<file path="config.mk">
export PLATFORM = sky130hd
export DESIGN_NAME = demux2_buf
export DESIGN_NICKNAME = d
export VERILOG_FILES = /design/src/rtl/demux2_buf.sv
export SDC_FILE = /design/constraint.sdc
export NUM_CORES = 1
export LEC_CHECK = 0
export CORE_AREA = 2 2 39 41
export CTS_CLUSTER_DIAMETER = 50
export DETAILED_ROUTE_END_ITERATION = 10
export DIE_AREA = 0 0 41 43
export REMOVE_ABC_BUFFERS = 1
export SYNTH_ARGS = -nofsm -noshare
export SYNTH_HDL_FRONTEND = slang
export SYNTH_SLANG_ARGS = --single-unit
</file>
<file path="constraint.sdc">
create_clock -name clk -period 1.2 [get_ports clk]
set_clock_uncertainty 0.05 [all_clocks]
set_input_delay 0.24 -clock clk [delete_from_list [all_inputs] [get_ports clk]]
set_output_delay 0.24 -clock clk [all_outputs]
set_load 0.005 [all_outputs]
</file>
<file path="src/rtl/demux2_buf.sv">
// Registered 1:2 stream demultiplexer: each beat is steered by in_select into one
// of two independent one-entry holding registers, so A and B stall separately.
module demux2_buf #(
   parameter int BITS = 1
) (
   input  logic            clk,
   input  logic            reset_n,
   input  logic            in_valid,
   output logic            in_ready,
   input  logic [BITS-1:0] in_data,
   input  logic            in_select,
   output logic            a_valid,
   input  logic            a_ready,
   output logic [BITS-1:0] a_data,
   output logic            b_valid,
   input  logic            b_ready,
   output logic [BITS-1:0] b_data
);

   // Handshake contract: a beat moves on any rising edge where valid && ready.
   // in_ready depends only on in_select and the destination's full/ready state,
   // never on in_valid; producers hold data and select while valid && !ready.

   logic            a_full;
   logic            b_full;
   logic [BITS-1:0] a_reg;
   logic [BITS-1:0] b_reg;
   logic            a_free;
   logic            b_free;
   logic            accept;
   logic            a_load;
   logic            b_load;

   // A register is free when it is empty or its consumer takes the beat now.
   assign a_free   = !a_full || a_ready;
   assign b_free   = !b_full || b_ready;
   assign in_ready = in_select ? b_free : a_free;
   assign accept   = in_valid && in_ready;
   assign a_load   = accept && !in_select;
   assign b_load   = accept && in_select;

   always_ff @(posedge clk or negedge reset_n) begin
      if (!reset_n) begin
         a_full <= 1'b0;
         a_reg  <= '0;
      end else if (a_load) begin
         a_full <= 1'b1;
         a_reg  <= in_data;
      end else if (a_full && a_ready) begin
         a_full <= 1'b0;
      end
   end

   always_ff @(posedge clk or negedge reset_n) begin
      if (!reset_n) begin
         b_full <= 1'b0;
         b_reg  <= '0;
      end else if (b_load) begin
         b_full <= 1'b1;
         b_reg  <= in_data;
      end else if (b_full && b_ready) begin
         b_full <= 1'b0;
      end
   end

   assign a_valid = a_full;
   assign a_data  = a_reg;
   assign b_valid = b_full;
   assign b_data  = b_reg;

`ifdef FORMAL
   logic seen_accept;

   always_ff @(posedge clk or negedge reset_n) begin
      if (!reset_n) seen_accept <= 1'b0;
      else if (accept) seen_accept <= 1'b1;
   end

   a_hold_stable: assert property (@(posedge clk) disable iff (!reset_n)
      a_valid && !a_ready |=> a_valid && $stable(a_data));
   b_hold_stable: assert property (@(posedge clk) disable iff (!reset_n)
      b_valid && !b_ready |=> b_valid && $stable(b_data));
   ready_formula: assert property (@(posedge clk)
      in_ready == (in_select ? (!b_full || b_ready) : (!a_full || a_ready)));
   idle_after_reset: assert property (@(posedge clk) disable iff (!reset_n)
      !seen_accept |-> !a_valid && !b_valid);
`endif

endmodule

</file>
A small window of the routed layout:
Window x 21 to 41, y 22 to 42 µm. Cells in grey, sequential cells in the stronger grey; small squares are vias.
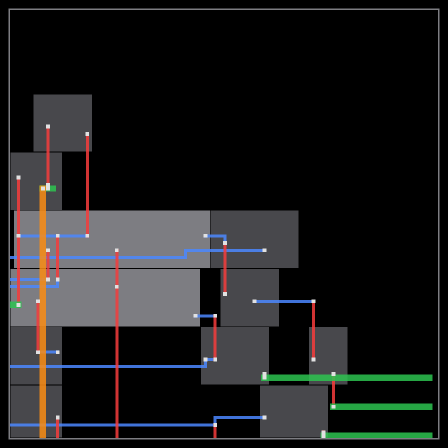
Orange stands for metal 4. Blue stands for metal 1. Red stands for metal 2. Green stands for metal 3.
9 logic cells have their middle in the window. Sequential cells in the window: 2. Netlist names of flops here include `a_data` (1), `a_valid` (1). Most frequent: dfrtp_1 (2), clkbuf_4 (2), dlygate4sd2_1 (2).

==> flow.log <==
[flow] collecting metrics
INFO  metric antennaDiodeCount = 0
INFO  metric setup_violations = 2
INFO  metric die-area = 1760 µm²
INFO  metric cts_tree = built
INFO  metric grt_busiest_layer = met4
INFO  metric synthAdderAreaFrac = 0%
INFO  metric final_max_slew_viol_count = 0
INFO  metric setup_tns = -0.113 ns
INFO  metric area_of_the_multi_input_gates = around 120 µm²
INFO  metric cpMaxStageDelayCell = sky130_fd_sc_hd__dfrtp_1
INFO  metric maxClockFrequency = 0.762 GHz
INFO  metric global_route.overflow_total = 0
INFO  metric layout-area-overhead-vs-synth = 96.5%
INFO  metric max_slew_margin = 88.4%
INFO  metric ctsRootBufferMaster = sky130_fd_sc_hd__clkbuf_4
INFO  metric synth_cells = 16
INFO  metric critical_path.endpoint_type = output pin
INFO  metric holdBufCountCts = 0
INFO  metric initial_core_util = 15.5%
INFO  metric top_logic_kind = simple AND/OR/NAND/NOR gates
INFO  metric synthArstFlopShare = 100%
INFO  metric final_core_occ = 30.4%
INFO  metric setup.worst_path.end = in_ready
INFO  metric cts_max_level = 1
INFO  metric die.size.x = approximately 41 µm
INFO  metric synth-cells-yosys = 16
INFO  metric preCtsSetupSlack = -0.556 ns
INFO  metric grt_start_max_net_pins = 5
INFO  metric drc_errors = 0
INFO  metric routed-wl-met2 = 127 µm
INFO  metric final.setup.worst_slack = -0.113 ns
INFO  metric iteration_0_drc_markers = 0
INFO  metric netlist_area = 214 µm²
INFO  metric top_cells_by_count = sky130_fd_sc_hd__dfrtp_1 (4), sky130_fd_sc_hd__mux2_4 (2)
INFO  metric failed_checks = negative setup slack
INFO  metric mux_share = approximately 14%
INFO  metric route.antenna.remaining_nets = 0
INFO  metric sequential_cell_area = 100 µm²
INFO  metric synth_warnings = 0
INFO  metric synth.distinct_cells = 12
INFO  metric vias_per_cell = approximately 3.5
INFO  metric crit_path_start_kind = flop
INFO  metric global_route.usage.met3 = under 10%
INFO  metric dr.max_layer_used = met4
INFO  metric cell_type_contributing_the_most_total_cell_area_after_synthesis = sky130_fd_sc_hd__dfrtp_1
INFO  metric fin_nets = 46
INFO  metric worst_r2r_startpoint = a_valid
INFO  metric port_buffers = 11
INFO  metric p_total = around 450 µW
INFO  metric status = finished with violations
Wiring by layer:
Scale: 12 px per µm. Two of the layers only.
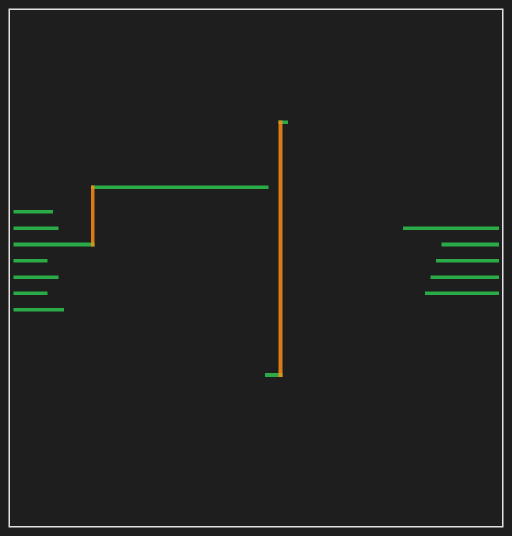
Orange stands for metal 4, wire length 25.8 µm. Green stands for metal 3, wire length 69.6 µm.
Total GRT Usage: 6.84%
detailed-route via count: 186

layout make-up:
cell class	instances	area share, %
clock buffer	3	5.36
inverter	1	0.893
multi-input combinational	11	28.9
sequential	4	23.8
tap	16	4.76
timing repair buffer	18	36.3
critical path, delay by kind of cell (launching register included):
family / cells / cell delay (ns)
buf+inv: 2 / 0.23
flops: 1 / 0.37
simple gates: 2 / 0.10
compound gates: 1 / 0.09
power by group:
| group | total [mW] | internal (mW) | leakage (nW) | switching (mW) |
|---|---|---|---|---|
| Clock | 0.163 | 0.112 | 0.0138 | 0.0510 |
| Combinational | 0.128 | 0.0876 | 0.155 | 0.0406 |
| Sequential | 0.163 | 0.154 | 0.0479 | 0.00944 |
| Total | 0.454 | 0.353 | 0.217 | 0.101 |
Power is estimated from default activity; no workload was simulated.
